[config.mk]
export PLATFORM = sky130hd
export DESIGN_NAME = mem_access_unit
export DESIGN_NICKNAME = d
export VERILOG_FILES = /design/src/rtl/mem_access_unit.sv
export SDC_FILE = /design/constraint.sdc
export NUM_CORES = 1
export LEC_CHECK = 0
export CAP_MARGIN = 25
export CORE_UTILIZATION = 44
export CTS_CLUSTER_SIZE = 30
export DETAILED_ROUTE_END_ITERATION = 16
export PLACE_DENSITY = 0.94
export SYNTH_ARGS = -nofsm -noshare
export SYNTH_HDL_FRONTEND = slang
export SYNTH_SLANG_ARGS = --single-unit
[constraint.sdc]
create_clock -name clk -period 2.75 [get_ports clk]
set_input_delay 0.4125 -clock clk [delete_from_list [all_inputs] [get_ports clk]]
set_output_delay 0.4125 -clock clk [all_outputs]
set_load 0.02 [all_outputs]
[src/rtl/mem_access_unit.sv]
// Load/store unit: runs one word or byte access per request against data memory
// over a req/ack handshake and returns load results to the register-file load port.
module mem_access_unit #(
  parameter int ADDR_W = 11
) (
  input  logic              clk,
  input  logic              rst_n,
  input  logic              req_valid,
  output logic              req_ready,
  input  logic              req_load,
  input  logic              req_byte,
  input  logic [31:0]       req_addr,
  input  logic [31:0]       req_wdata,
  input  logic [3:0]        req_rd,
  output logic              w_en_ldr,
  output logic [3:0]        w_addr_ldr,
  output logic [31:0]       w_data_ldr,
  output logic              done,
  output logic              fault,
  output logic              mem_req,
  output logic              mem_we,
  output logic [ADDR_W-1:0] mem_addr,
  output logic [3:0]        mem_be,
  output logic [31:0]       mem_wdata,
  input  logic              mem_ack,
  input  logic [31:0]       mem_rdata
);

  typedef enum logic [1:0] {IDLE, REQ, RESP} state_t;

  state_t              state_q, state_d;
  logic                load_q, load_d;
  logic                byte_q, byte_d;
  logic [1:0]          lane_q, lane_d;
  logic [3:0]          rd_q, rd_d;
  logic                mem_req_q, mem_req_d;
  logic                mem_we_q, mem_we_d;
  logic [ADDR_W-1:0]   mem_addr_q, mem_addr_d;
  logic [3:0]          mem_be_q, mem_be_d;
  logic [31:0]         mem_wdata_q, mem_wdata_d;
  logic                w_en_q, w_en_d;
  logic [3:0]          w_addr_q, w_addr_d;
  logic [31:0]         w_data_q, w_data_d;
  logic                done_q, done_d;
  logic                fault_q, fault_d;
  logic [31:0]         rdata_shifted;
  logic [31:0]         load_data;
  logic                misaligned;
  logic                unused_addr_bits;

  assign unused_addr_bits = ^req_addr[31:ADDR_W+2];

  assign misaligned    = !req_byte && (req_addr[1:0] != 2'b00);
  assign rdata_shifted = mem_rdata >> {lane_q, 3'b000};
  assign load_data     = byte_q ? {24'h0, rdata_shifted[7:0]} : mem_rdata;

  always_comb begin
    state_d     = state_q;
    load_d      = load_q;
    byte_d      = byte_q;
    lane_d      = lane_q;
    rd_d        = rd_q;
    mem_req_d   = mem_req_q;
    mem_we_d    = mem_we_q;
    mem_addr_d  = mem_addr_q;
    mem_be_d    = mem_be_q;
    mem_wdata_d = mem_wdata_q;
    w_en_d      = w_en_q;
    w_addr_d    = w_addr_q;
    w_data_d    = w_data_q;
    done_d      = done_q;
    fault_d     = fault_q;

    case (state_q)
      IDLE: begin
        if (req_valid) begin
          load_d = req_load;
          byte_d = req_byte;
          lane_d = req_addr[1:0];
          rd_d   = req_rd;
          // A misaligned word access never reaches memory; it reports directly.
          if (misaligned) begin
            state_d = RESP;
            done_d  = 1'b1;
            fault_d = 1'b1;
          end else begin
            state_d    = REQ;
            mem_req_d  = 1'b1;
            mem_we_d   = !req_load;
            mem_addr_d = req_addr[ADDR_W+1:2];
            mem_be_d   = (req_load || !req_byte) ? 4'hF : (4'b0001 << req_addr[1:0]);
            if (req_load)
              mem_wdata_d = 32'h0;
            else if (req_byte)
              mem_wdata_d = {4{req_wdata[7:0]}};
            else
              mem_wdata_d = req_wdata;
          end
        end
      end
      REQ: begin
        if (mem_ack) begin
          state_d     = RESP;
          mem_req_d   = 1'b0;
          mem_we_d    = 1'b0;
          mem_addr_d  = '0;
          mem_be_d    = 4'h0;
          mem_wdata_d = 32'h0;
          done_d      = 1'b1;
          if (load_q) begin
            w_en_d   = 1'b1;
            w_addr_d = rd_q;
            w_data_d = load_data;
          end
        end
      end
      RESP: begin
        state_d  = IDLE;
        done_d   = 1'b0;
        fault_d  = 1'b0;
        w_en_d   = 1'b0;
        w_addr_d = 4'h0;
        w_data_d = 32'h0;
      end
      default: state_d = IDLE;
    endcase
  end

  always_ff @(posedge clk or negedge rst_n) begin
    if (!rst_n) begin
      state_q     <= IDLE;
      load_q      <= 1'b0;
      byte_q      <= 1'b0;
      lane_q      <= 2'b00;
      rd_q        <= 4'h0;
      mem_req_q   <= 1'b0;
      mem_we_q    <= 1'b0;
      mem_addr_q  <= '0;
      mem_be_q    <= 4'h0;
      mem_wdata_q <= 32'h0;
      w_en_q      <= 1'b0;
      w_addr_q    <= 4'h0;
      w_data_q    <= 32'h0;
      done_q      <= 1'b0;
      fault_q     <= 1'b0;
    end else begin
      state_q     <= state_d;
      load_q      <= load_d;
      byte_q      <= byte_d;
      lane_q      <= lane_d;
      rd_q        <= rd_d;
      mem_req_q   <= mem_req_d;
      mem_we_q    <= mem_we_d;
      mem_addr_q  <= mem_addr_d;
      mem_be_q    <= mem_be_d;
      mem_wdata_q <= mem_wdata_d;
      w_en_q      <= w_en_d;
      w_addr_q    <= w_addr_d;
      w_data_q    <= w_data_d;
      done_q      <= done_d;
      fault_q     <= fault_d;
    end
  end

  assign req_ready  = (state_q == IDLE);
  assign mem_req    = mem_req_q;
  assign mem_we     = mem_we_q;
  assign mem_addr   = mem_addr_q;
  assign mem_be     = mem_be_q;
  assign mem_wdata  = mem_wdata_q;
  assign w_en_ldr   = w_en_q;
  assign w_addr_ldr = w_addr_q;
  assign w_data_ldr = w_data_q;
  assign done       = done_q;
  assign fault      = fault_q;

endmodule

Fig. 1: run 1, pin map
Drawn at 4 px/um. Pins as bars across the die edge, other pins in gray.
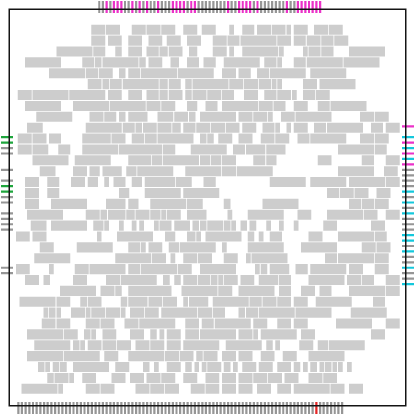
Key: rst_n = red [pins 1, direction input, edge south]; mem_addr = cyan [pins 11, direction output, edge east]; w_data_ldr = magenta [pins 32, direction output, edge 28 north, 4 east]; w_addr_ldr = green [pins 4, direction output, edge west]
All pins by edge: 89 south, 61 north, 29 east, 16 west.

Fig. 2: run 1, clock routing
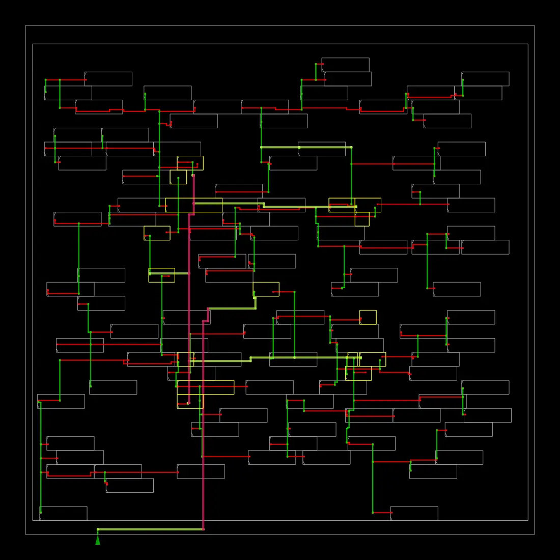
clock sinks: 98
clock buffers: 9
Final Skew: 20.3 ps

Fig. 3: run 1, gate-type map
Drawn at 4 px/um.
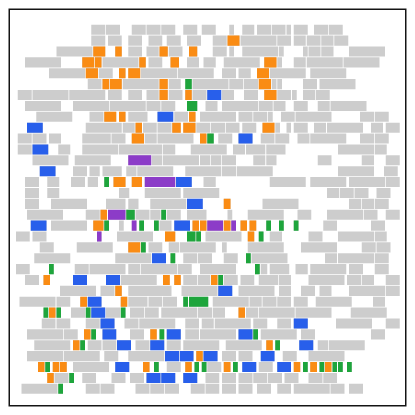
Key: NAND gates = green [cells 44]; NOR gates = purple [cells 7]; inverting AOI/OAI gates = orange [cells 67]; multiplexers = blue [cells 34]

Fig. 4: run 1, wiring by layer
Drawn at 3 px/um. Only two layers are drawn.
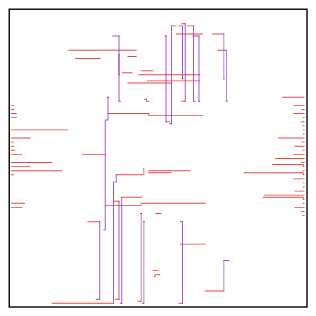
Key: met3 = red [wire length 494 um]; met4 = purple [wire length 482 um]
GRT Total Usage: 0.263
WL/cell: 19.9 um

==> impl_metrics.json, run 1 <==
{
  "drive_gt1_frac": 0.0793,
  "topCellsByArea": "dfrtp_1, a22o_1, mux2i_1",
  "antenna_found_initial": 0,
  "die_y_um": 98.8,
  "synthArstFlopShare": 1.00,
  "endpoint_kind": "output port",
  "path_clk_slew_ps": 100,
  "warnings": 45,
  "ios": 195,
  "cts_buffers": 9,
  "htreeDepth": 3,
  "tightest_slew_ps": 616,
  "ys_seq_share": 0.595,
  "crit_type": "flip-flop to output port",
  "final_util": 0.694,
  "r2r_setup_slack_ps": 830,
  "drt_iter0_drc": 218,
  "grt-ovfl-total": 0,
  "cts_tree": "done",
  "syn_area_um2": 4120,
  "io_buffers": 175,
  "cp_num_cells": 2,
  "arrival_ps": 1700,
  "grt_pass1_vias": 3752,
  "cts_setup_buffers": 0,
  "crit_fanout": 10,
  "critPathLaunch": "state_q[1]",
  "max_cap_violations": 0,
  "rr_endpoint": "w_data_ldr[4]",
  "core_um2": 8890,
  "reg2reg_depth": 4,
  "wl_mm": 12.4,
  "fp-row-count": 34,
  "slew_violations": 0,
  "yosysUniqueCellTypes": 37,
  "p_leak_nw": 2.75,
  "tns_ps": 0,
  "setup_violations": 0,
  "path_cells": "nor2_1 -> clkdlybuf4s50_1",
  "worstSetupEndpoint": "req_ready",
  "crit_buf_inv": 1,
  "root_buffer": "clkbuf_8",
  "initial_core_util": 0.464,
  "status": "finished, final reports clean",
  "reg2reg_from": "lane_q[1]",
  "synth.avg_cell_area_um2": 12.1,
  "syn2layout_area_growth_pct": 49.7,
  "edf_count": 0,
  "finalWorstSetupSlack_ps": 636,
  "max_stage_delay_ps": 620,
  "grt_max_degree": 53,
  "cts_max_path_buffers": 2,
  "yosys_warnings": 0,
  "firstDrtPassIters": 4,
  "yosys_area_um2": 4120,
  "ctsHoldBuffers": 0,
  "rsz0062_at_grt": "false",
  "yosysCellCount": 342,
  "cp_slowest_cell": "clkdlybuf4s50_1",
  "place_hpwl_mm": 8.97,
  "hold_viol_final": 0,
  "synth-main-ff-cell": "dfrtp_1",
  "fp.dieW_um": 98.8,
  "pre_cts_ws_ps": 568,
  "fmax_ghz": 0.473,
  "yosysTopAreaCell": "dfrtp_1",
  "common_cells": "dfrtp_1, a22o_1, nand2_1",
  "ys_ff": 98,
  "diodes": 0,
  "period_minus_slack_ps": 2110,
  "yosysMostFrequentCell": "dfrtp_1",
  "vias_per_cell": 5.62,
  "gp_congestion": 0.865,
  "fp_nets": 448,
  "num_vias": 3510,
  "syn_inst": 342,
  "worstPathRequired_ps": 2340,
  "final_antenna_net_count": 0,
  "slew_headroom": 0.589,
  "drc": 0,
  "post-route-period-util": 0.769,
  "clk_latency_ps": 370,
  "grt_pass1_wl_mm": 19.8,
  "nets": 618,
  "top_area_frac": 0.595,
  "crit_family": "buffers and inverters",
  "start_kind": "flip-flop",
  "die_area_um2": 9760,
  "peakVddDrop_uv": 525,
  "cts_resized": 0,
  "power_density_nw_per_um2": 948,
  "hold_path.class": "input pin to async pin"
}
-- run 1: registers in the layout (all words and copies together), names as in the netlist, 2 cells and up --
name,flops
lane_q,2
mem_addr,11
mem_be,4
mem_wdata,32
rd_q,4
state_q,2
w_addr_ldr,4
w_data_ldr,32
-- run 1: worst min-delay path by stage --
stage | slack, ps | to | from
after global placement | 460 | mem_wdata[28] | rst_n
after detailed placement | 460 | mem_be[0] | mem_be[0]
final | 50 | mem_wdata[26] | rst_n
after global routing | 100 | w_data_ldr[16] | rst_n
after floorplan | 120 | byte_q | rst_n
after CTS | 80 | w_data_ldr[11] | rst_n
-- run 1: placed cells by master, fill, tap and decap left out, types with 8 or more instances in the layout --
cell,synthesis,layout
clkdlybuf4s50_1,0,174
o2bb2ai_1,8,8
mux2i_1,26,26
mux2_2,8,8
o21ai_1,11,11
nand2_1,38,38
o21ai_0,27,27
inv_1,14,14
a22o_1,47,47
dfrtp_1,98,98
clkbuf_8,0,9
buf_4,2,8
-- run 1: layer usage --
layer  up-vias  routed length (um)  GRT usage
met3        39                 493     0.0539
met1      1761                5190      0.336
li1       1585                   -          -
met5         -                   0          0
met4         0                 481      0.123
met2       125                6270      0.432
-- run 1: per-stage QoR --
| stage | instances | area, um2 | hold slack [ps] | power, mW |
|---|---|---|---|---|
| 6_report | 625 | 6170 | 53.7 | 5.85 |
| 5_1_grt | 625 | 6170 | 96.0 | 6.13 |
| 4_1_cts | 625 | 6170 | 75.5 | 5.86 |
| 3_5_place_dp | 609 | 5950 | 462 | 4.81 |
| 3_3_place_gp | 609 | 5950 | 460 | 4.72 |
| 2_1_floorplan | 342 | 4120 | 117 | 3.51 |
-- run 1: report_power, final --
part           leakage (nW)  internal, mW  total (mW)  switching, mW
logic                  1.35          1.24        2.55           1.30
registers              1.28          1.92        2.25          0.330
clock network         0.111         0.521        1.06          0.538
total                  2.75          3.68        5.85           2.17
-- run 1: layout make-up --
class	instances	area, um2
clock inverter	7	98.8
fill	639	2720
multi-input combinational	205	1480
clock buffer	9	124
tap	108	135
timing repair buffer	183	1820
inverter	15	56.3
sequential	98	2450
-- run 1: cells by family (layout without fill, tap and decap cells) --
| kind of cell | count (synthesis) | in the layout | synth area share |
|---|---|---|---|
| mux | 34 | 34 | 0.0850 |
| simple gates | 52 | 52 | 0.0650 |
| flops | 98 | 98 | 0.595 |
| compound gates | 119 | 119 | 0.210 |
| buf+inv | 39 | 214 | 0.0452 |
==> run 1 -> run 2 <==
- CORE_UTILIZATION: 44 -> 37
- PLACE_DENSITY: 0.94 -> 0.85
- clock period: 2.75 -> 1.8 ns (I/O delays scaled with it)
Fig. 5: run 2, clock routing
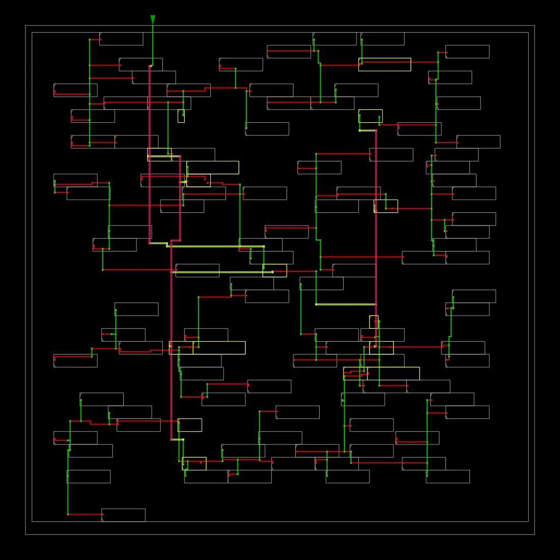
seq_cells: 98
Final Skew: 7.77 ps
Clk Latency, worst-skew pair: 360 ps

==> run 2 against run 1 <==
Net effect:
- count of clock-buffer cells in the layout increased by 2
- register-to-register slack got worse by 700 ps
- sequential power increased by about 50%
- sequential share of layout area decreased by 1.3 points
- total power increased by 59%
- setup slack got worse by 500 ps
- first-iteration DRC count increased by 36%
- design area increased by 3.4%
- critical path type is now flip-flop to flip-flop
==> impl_metrics.json, run 2 <==
{
  "status": "finished, final reports clean",
  "fp_nets": 448,
  "pre_cts_ws_ps": -68.1,
  "topCellsByArea": "dfrtp_1, a22o_1, mux2i_1",
  "wl_mm": 12.2,
  "path_cells": "nand2b_1 -> a221o_1 -> buf_12 -> a22o_1",
  "edf_count": 0,
  "grt_pass1_vias": 3437,
  "max_stage_delay_ps": 470,
  "fillCellCount": 895,
  "synth-main-ff-cell": "dfrtp_1",
  "post-route-period-util": 0.927,
  "slew_violations": 0,
  "endpoint_kind": "flip-flop",
  "ys_seq_share": 0.595,
  "yosysUniqueCellTypes": 37,
  "yosys_area_um2": 4120,
  "final_util": 0.589,
  "logic_area_um2": 1480,
  "htreeDepth": 3,
  "worstPathRequired_ps": 2050,
  "fp.dieW_um": 108,
  "root_buffer": "clkbuf_8",
  "diodes": 0,
  "cts_tree": "done",
  "ys_ff": 98,
  "tightest_slew_ps": 514,
  "grt_pass1_wl_mm": 18.6,
  "warnings": 45,
  "cts_buffers": 9,
  "crit_type": "flip-flop to flip-flop",
  "syn_area_um2": 4120,
  "placedCellCount": 652,
  "die_area_um2": 11600,
  "vias_per_cell": 5.20,
  "gp_congestion": 0.823,
  "max_cap_violations": 0,
  "syn_inst": 342,
  "drive_gt1_frac": 0.0964,
  "clkSinkCount": 98,
  "die_y_um": 108,
  "dpl_cell_area_um2": 6110,
  "synthArstFlopShare": 1.00,
  "final_area_um2": 6380,
  "p_leak_nw": 2.84,
  "nets": 630,
  "layout_top_cells": "clkdlybuf4s50_1, dfrtp_1, a22o_1, nand2_1, o21ai_0",
  "core_um2": 10800,
  "fmax_ghz": 0.599,
  "routedWlPerCell_um": 18.2,
  "fp-row-count": 38,
  "cp_slowest_cell": "dfrtp_1",
  "drc": 0,
  "power_density_nw_per_um2": 1450,
  "yosysCellCount": 342,
  "power_mw": 9.28,
  "finalWorstSetupSlack_ps": 131,
  "final_antenna_net_count": 0,
  "period_minus_slack_ps": 1670,
  "top_area_frac": 0.595,
  "initial_core_util": 0.380,
  "place_hpwl_mm": 8.72,
  "hold_viol_final": 0,
  "arrival_ps": 1920,
  "ios": 195,
  "common_cells": "dfrtp_1, a22o_1, nand2_1",
  "rsz0062_at_grt": "false",
  "slew_headroom": 0.657,
  "hold_path.class": "flip-flop to flip-flop",
  "yosysTopAreaCell": "dfrtp_1",
  "peakVddDrop_uv": 609,
  "path_clk_slew_ps": 90,
  "antenna_found_initial": 0,
  "grt-ovfl-total": 0,
  "crit_buf_inv": 1,
  "track_usage": 0.212,
  "yosys_warnings": 0,
  "start_kind": "flip-flop",
  "crit_family": "AND-OR/OR-AND gates",
  "syn2layout_area_growth_pct": 54.9,
  "synth.avg_cell_area_um2": 12.1,
  "drt_iter0_drc": 296,
  "seqCellArea_um2": 2450,
  "crit_fanout": 49,
  "setup_violations": 0,
  "num_vias": 3480,
  "grt_max_degree": 99,
  "cts_max_path_buffers": 2,
  "lay_top_count": "clkdlybuf4s50_1",
  "instances_no_fill": 669,
  "cts_setup_buffers": 0,
  "yosysMostFrequentCell": "dfrtp_1",
  "io_buffers": 175,
  "firstDrtPassIters": 6
}
Fig. 6: run 2, wiring by layer
Drawn at 2 px/um. Only two layers are drawn.
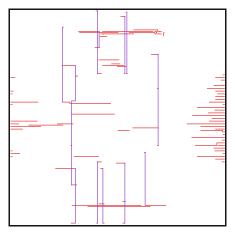
Key: met4 = purple [wire length 385 um]; met3 = red [wire length 643 um]

-- run 2: tightest hold or removal path, cell delays in order (launching register included) --
cell and delay (ps):
dfrtp_1 350, nand2_1 50, nand2_1 50
-- run 2: worst paths after layout --
check / start / cells after the start / end / slack, ps
worst max-delay path: state_q[0] / 4 / mem_addr[10] / 130
worst min-delay path: mem_be[0] / 2 / mem_be[0] / 470
worst max register to register: state_q[0] / 4 / mem_addr[10] / 130
worst min register to register: mem_be[0] / 2 / mem_be[0] / 470
max in group asynchronous: rst_n / 3 / mem_wdata[10] / 910
min in group asynchronous: rst_n / 3 / w_data_ldr[11] / 500
-- run 2: cell families (layout without fill, tap and decap cells) --
logic type	after synthesis	after routing	synth area share
AOI/OAI and AO/OA	119	119	0.210
buffers and inverters	39	226	0.0452
DFF	98	98	0.595
muxes	34	34	0.0850
and+or+nand+nor	52	52	0.0650
-- run 2: where the power goes --
part / total, mW / internal, mW / switching (mW)
clock: 1.86 / 1.10 / 0.755
sequential: 3.38 / 2.93 / 0.450
combinational: 4.04 / 1.98 / 2.06
-- run 2: per-stage QoR --
step                      hold slack, ps  setup TNS [ps]
after floorplan                    -25.6               0
after global placement               362            -145
after detailed placement             375           -1210
after CTS                            487               0
after global routing                 505               0
final                                475               0
-- run 2: timing repair --
action	CTS	global route
endpoints found under the setup margin	1	0
endpoints found under the hold margin	98	0
resized	1	0
hold buffers	1	0
-- run 2: layer usage --
metal	part of all wire	wire [um]	up-vias	global-route usage
li1	-	-	1611	-
met1	0.42	5120	1718	0.276
met2	0.49	6020	122	0.338
met3	0.053	642	29	0.0400
met4	0.032	384	0	0.104
met5	0	0	-	0
-- run 2: layout make-up --
cell class / instances / area share
timing repair buffer: 195 / 0.306
sequential: 98 / 0.384
inverter: 15 / 0.00882
multi-input combinational: 205 / 0.232
clock buffer: 11 / 0.0221
clock inverter: 5 / 0.0196
tap: 140 / 0.0274
==> run 2 -> run 3 <==
- CORE_MARGIN: default -> 2
- HOLD_SLACK_MARGIN: default -> 0.06
==> run 3 against run 2 <==
Net effect:
- fmax grew 0.50%
- critical path depth is the same
- sequential power is essentially flat
- clock power shrank 25%
- setup slack gained 8.4 ps
- largest cell class unchanged
- largest power group unchanged
- highest routed layer unchanged
==> impl_metrics.json, run 3 <==
{
  "status": "finished, final reports clean",
  "gr-usage-met3": 0.0326,
  "arrival_ps": 1900,
  "warnings": 45,
  "peakVddDrop_uv": 657,
  "use_met1": 0.272,
  "wl_mm": 12.2,
  "drc": 0,
  "setup_violations": 0,
  "vias_per_cell": 5.22,
  "fp-row-count": 38,
  "synth.avg_cell_area_um2": 12.1,
  "antenna_found_initial": 0,
  "max_stage_delay_ps": 470,
  "synthArstFlopShare": 1.00,
  "yosysUniqueCellTypes": 37,
  "layout_top_cells": "clkdlybuf4s50_1, dfrtp_1, a22o_1, nand2_1, o21ai_0",
  "firstDrtPassIters": 4,
  "p_leak_nw": 2.83,
  "final_util": 0.586,
  "top_logic_kind": "AND-OR/OR-AND gates",
  "holdWs_ps": 389,
  "gp_congestion": 0.913,
  "yosysMostFrequentCell": "dfrtp_1",
  "root_buffer": "clkbuf_8",
  "fp_nets": 448,
  "period_minus_slack_ps": 1660,
  "yosysTopAreaCell": "dfrtp_1",
  "yosys_area_um2": 4120,
  "final_antenna_net_count": 0,
  "crit_buf_inv": 1,
  "worstPathRequired_ps": 2040,
  "grt_max_degree": 50,
  "drive_gt1_frac": 0.0979,
  "met2_usage": 0.352,
  "track_usage": 0.211,
  "crit_family": "AND-OR/OR-AND gates",
  "synth-main-ff-cell": "dfrtp_1",
  "start_kind": "flip-flop",
  "slew_headroom": 0.728,
  "lay_top_count": "clkdlybuf4s50_1",
  "grt_pass1_wl_mm": 19.1,
  "routedWlPerCell_um": 18.2,
  "endpoint_kind": "flip-flop",
  "post-route-period-util": 0.922,
  "yosys_warnings": 0,
  "drt_iter0_drc": 319,
  "busiest_layer": "met2",
  "topCellsByArea": "dfrtp_1, a22o_1, mux2i_1",
  "fmax_ghz": 0.602,
  "cp_slowest_cell": "dfrtp_1",
  "cts_tree": "done",
  "cts_max_path_buffers": 2,
  "path_cells": "nand2b_1 -> a221o_1 -> buf_12 -> a22o_1",
  "htreeDepth": 3,
  "grt_pass1_vias": 3569,
  "clk_latency_ps": 350,
  "syn_area_um2": 4120,
  "synthAdderAreaFrac": 0,
  "crit_fanout": 49,
  "initial_core_util": 0.380,
  "clkSinkCount": 98,
  "ys_seq_share": 0.595,
  "crit_type": "flip-flop to flip-flop",
  "ys_sh_mux": 0.0850,
  "ios": 195,
  "slew_violations": 0,
  "yosysCellCount": 342,
  "syn2layout_area_growth_pct": 54.1,
  "ys_sh_aoi": 0.210,
  "ys_ff": 98,
  "grt-ovfl-total": 0,
  "place_hpwl_mm": 9.14,
  "common_cells": "dfrtp_1, a22o_1, nand2_1",
  "ys_sh_simple": 0.0650,
  "max_cap_violations": 0,
  "xor_area_frac": 0
}
run 3: cell counts after synthesis:
Identical to the previous run, type by type.
run 3: worst register-to-register path, cell delays in order, from the launching register on:
cell and delay (ps):
dfrtp_1 470, nand2b_1 210, a221o_1 390, buf_12 190, a22o_1 280
run 3: path summary, 6_finish.rpt:
kind,depth (start not counted),from,slack (ps),end
worst max-delay path,4,state_q[0],140,mem_addr[9]
worst max register to register,4,state_q[0],140,mem_addr[9]
worst min register to register,2,mem_be[0],490,mem_be[0]
max in group asynchronous,3,rst_n,860,w_data_ldr[24]
min in group clk,2,mem_be[0],490,mem_be[0]
worst min-delay path,2,rst_n,390,mem_wdata[27]
run 3: layer usage:
layer,vias to the layer above,wire length [um]
li1,1615,-
met1,1753,5040
met2,117,6350
met3,18,557
met4,0,270
met5,-,0
run 3: layout make-up:
| class | count | area, um2 | area share |
|---|---|---|---|
| sequential | 98 | 2450 | 0.386 |
| clock buffer | 12 | 145 | 0.0229 |
| timing repair buffer | 198 | 2000 | 0.315 |
| inverter | 15 | 56.3 | 0.00887 |
| clock inverter | 3 | 40.0 | 0.00631 |
| multi-input combinational | 205 | 1480 | 0.233 |
| tap | 140 | 175 | 0.0276 |
run 3: power breakdown:
part | leakage, nW | switching, mW | total [mW] | internal (mW)
clock network | 0.0962 | 0.719 | 1.39 | 0.671
registers | 1.28 | 0.428 | 3.36 | 2.93
logic | 1.45 | 2.06 | 4.07 | 2.01
run 3: repair_timing:
item | 4_1_cts | 5_1_grt
setup buffers | 0 | 0
gates resized | 1 | 0
endpoints found under the setup margin | 1 | 0
hold buffers | 1 | 0
endpoints found under the hold margin | 29 | 0
run 3: cells by family (layout without fill, tap and decap cells):
family,after synthesis,in the layout
compound gates,119,119
flops,98,98
mux,34,34
simple gates,52,52
buf+inv,39,228
run 3: metrics by stage:
step	setup TNS, ps	setup slack, ps	instances	cell area, um2	power (mW)
2_1_floorplan	0	286	342	4120	5.37
3_5_place_dp	-931	-67.9	655	6160	7.49
4_1_cts	0	145	671	6350	8.89
5_1_grt	0	76.1	671	6350	9.31
3_3_place_gp	-43.0	-4.49	655	6160	7.37
6_report	0	140	671	6350	8.82
Fig. 7: run 3, pin map
Drawn at 3 px/um. Pins as bars across the die edge, other pins in gray.
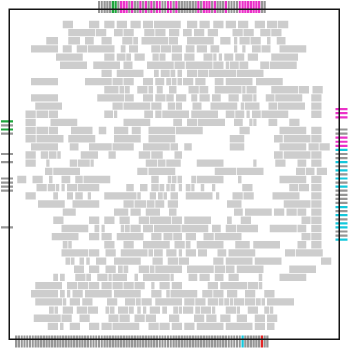
Key: w_addr_ldr = green [pins 4, direction output, edge 2 north, 2 west]; mem_addr = cyan [pins 11, direction output, edge 10 east, 1 south]; rst_n = red [pins 1, direction input, edge south]; w_data_ldr = magenta [pins 32, direction output, edge 26 north, 6 east]
All pins by edge: 92 south, 61 north, 31 east, 11 west.
PortBufs: 175
chip height: 110 um
Die Wd: 110 um

Fig. 8: run 3, clock routing
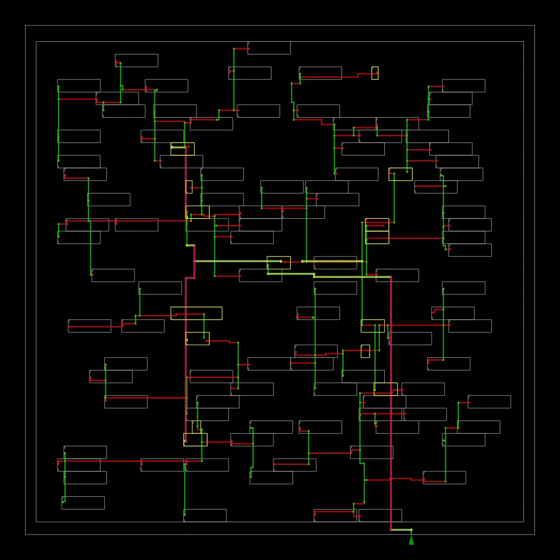
Final Skew: 6.40 ps
CTS Buf Count: 9

Power figures rest on the tool's default switching activity, not on a simulated workload.
